==> config.mk <==
export PLATFORM = sky130hd
export DESIGN_NAME = serial_transmitter
export DESIGN_NICKNAME = d
export VERILOG_FILES = /design/src/rtl/serial_transmitter.sv
export SDC_FILE = /design/constraint.sdc
export NUM_CORES = 1
export LEC_CHECK = 0
export CORE_ASPECT_RATIO = 1.5
export CORE_MARGIN = 2
export CORE_UTILIZATION = 40
export CTS_CLUSTER_SIZE = 25
export DETAILED_ROUTE_END_ITERATION = 6
export MAX_ROUTING_LAYER = met4
export SLEW_MARGIN = 20
export SYNTH_ARGS = -nofsm -noshare
export SYNTH_HDL_FRONTEND = slang
export SYNTH_SLANG_ARGS = --single-unit
==> constraint.sdc <==
create_clock -name clock -period 1.95 [get_ports clock]
set_input_delay 0.2925 -clock clock [delete_from_list [all_inputs] [get_ports clock]]
set_output_delay 0.2925 -clock clock [all_outputs]
set_load 0.05 [all_outputs]
Figure 1. Placed cells, one colour a class.
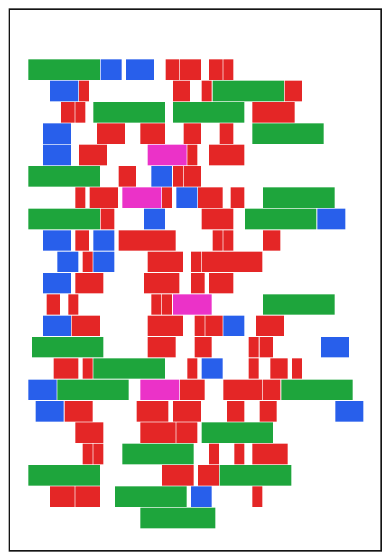
Green shows registers, cells 20. Red shows remaining logic cells, cells 81. Blue shows remaining buffers and delay cells, cells 22. Magenta shows clock drivers and dummy loads, cells 4.
Core ar.: 2680 um2
num rows: 23

Figure 2. Drive-strength map.
Bar = 10 um.
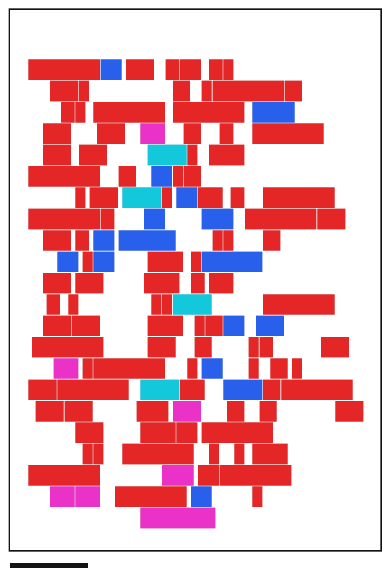
Red shows x1 and smaller, cells 100, most used dfrtp_1. Cyan shows x6 and larger, cells 4, most used clkbuf_8. Blue shows x3 and x4, cells 16, most used buf_4. Magenta shows x2, cells 7, most used a21oi_2.
Area Growth Syn to Fin: 23.6%
Non-Filler Cell Area, Final: 1380 um2
setup ws final: 0.0950 ns

Figure 3. Where the registers sit.
Bar = 10 um. Other sequential cells in the stronger grey, the rest of the logic in the fainter grey.
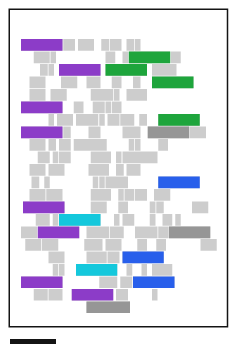
Blue shows r_cyc, sequential cells 3. Cyan shows r_state, sequential cells 2. Purple shows r_shift, sequential cells 8. Green shows r_bit, sequential cells 4.
Another 3 sequential cells are not coloured.
seq pwr: 702 uW
final core occ: 0.517
fraction of area in registers: 0.363
Sequential Area: 502 um2

Figure 4. Clock routing.
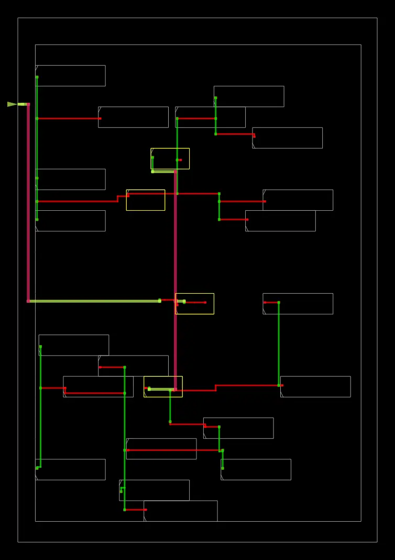
Layout clock buffers: 4
Late-Pin Clk Latency: 0.26 ns

Figure 5. Routed clock nets over the placement.
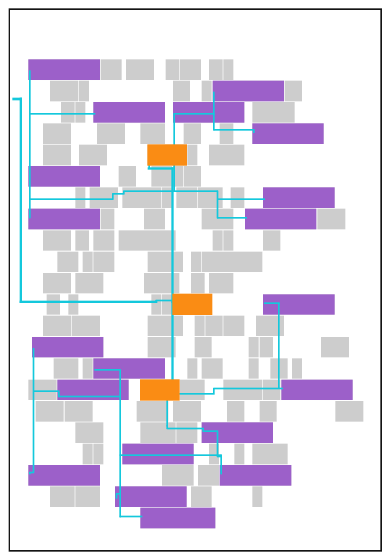
Purple shows flip-flops, count 20. Orange shows clock-net drivers, count 3. Cyan shows clock wires, length 291 um.
Position of the flops: widely spread. There are 4 routed clock nets.
Clk pwr share: 0.132
Clock Skew: 0.00418 ns
P_clk: 322 uW

==> impl_metrics.toml <==
# implementation run metrics
[logic_synthesis]
ys_cells = 105
topCellsByArea = "dfrtp_1 (42%), ha_1 (6.7%), mux2i_1 (6.3%), nor2_1 (3.7%), a21oi_1 (3.1%)"
synth_area_per_cell_um2 = 10.7
synth.cell_area_um2 = 1120
ys_chip_area_um2 = 1120
ys.flops = 20
synth_cell_types = 38
largest_area_cell = "dfrtp_1"
netlist_instances = 105
postSynthSeqShare = 0.448
synth_warnings = 0

[layout]
final_cell_mix = "dfrtp_1 (19), clkdlybuf4s50_1 (12), nor2_1 (11)"
comb_area_frac = 0.407
top_area_cell_class = "logic gates"
nonClockInverterCount = 6
clk_share = 0.0398
diodes = 0
flop-count = 20
lay_top_count = "dfrtp_1"
nets = 145
comb_cells = 75
n_all_buffers = 22
layout-drive-gt1-share = 0.213

[critical_path]
path_buffers = 2
max_stage_delay_ns = 0.41
worst-path-max-fanout = 10
worst_setup_path_end_kind = "flip-flop"
rrSetupSlack_ns = 0.09
cp.arrival_ns = 2.01
start_kind = "flip-flop"
path_class = "reg2reg"
crit_family = "flip-flops"
worst_ep_required_time_ns = 2.10
cp_num_cells = 6
r2r_cells = 6

[pwr]
pwr-share-seq = 0.287
p_comb_mw = 1.42
cellInternalPower_mw = 1.44
p_leak_nw = 0.595
combPwrFrac = 0.581
power_leader = "combinational logic"

[sta]
fin_tns_setup_ns = 0
setup_viol = 0
max-slew-margin-rel = 0.672
drv_slew = 0
hold_ws_ns = 0.348
fin_crit_sh = 0.951
period_needed_ns = 1.86
fmax_mhz = 539
rsz0062_at_grt = "no"

[floorplan]
die_y_um = 68.8
pin_count = 14
nWellTaps = 37
die_width_um = 47.2
fp_util = 0.418

[placement]
dp.cells = 158
dp_hpwl_mm = 1.73
port_buffers = 13
place_ws_ns = 0.115

[detailed_routing]
maxUsedRoutingLayer = "met4"
drtIter0Drc = 7
wirelength_mm = 2.24
ant_nets = 0
drc = 0
wl_met1_um = 861
viasPerCell = 5.13
wl_met3_um = 46

[grt]
grt_usage = 0.175
global_route.usage.met1 = 0.178
met2_usage = 0.308
antenna_found_initial = 0
grt_max_degree = 21
grt_pass1_wl_mm = 3.77

[clocking]
postCtsHoldBufs = 0
cts-buffers-inserted = 3
ctsHtreeMaxLevel = 1
clock-sinks = 20
post_cts_buffers = 0
cts_buffer_depth = 2
cts_resized = 0

[job]
cap_violations = 0

[outcome]
status = "finished, final reports clean"

[worst_hold_path]
holdCritPathClass = "in2async"
-- Yosys cell counts, drive strengths merged --
cell	count
mux2i	7
inv	6
nor2b	3
and3	1
dfstp	1
buf	4
nor3	2
a211oi	2
nor2	11
and2	1
a21oi	10
o31ai	1
mux2	3
o22ai	3
and2b	1
nand2b	3
nand3	1
or3	1
ha	6
or4	1
o21ai	1
o211ai	1
a31o	1
a32oi	1
nand2	9
nand4	1
o32a	1
a41oi	1
a31oi	1
a221oi	1
dfrtp	19
-- cell families after synthesis --
kind of cell | synth area share
buffers and inverters | 0.0492
DFF | 0.448
AOI/OAI and AO/OA | 0.172
and+or+nand+nor | 0.168
muxes | 0.0961
adders and majority gates | 0.0670
Power is estimated from default activity; no workload was simulated.
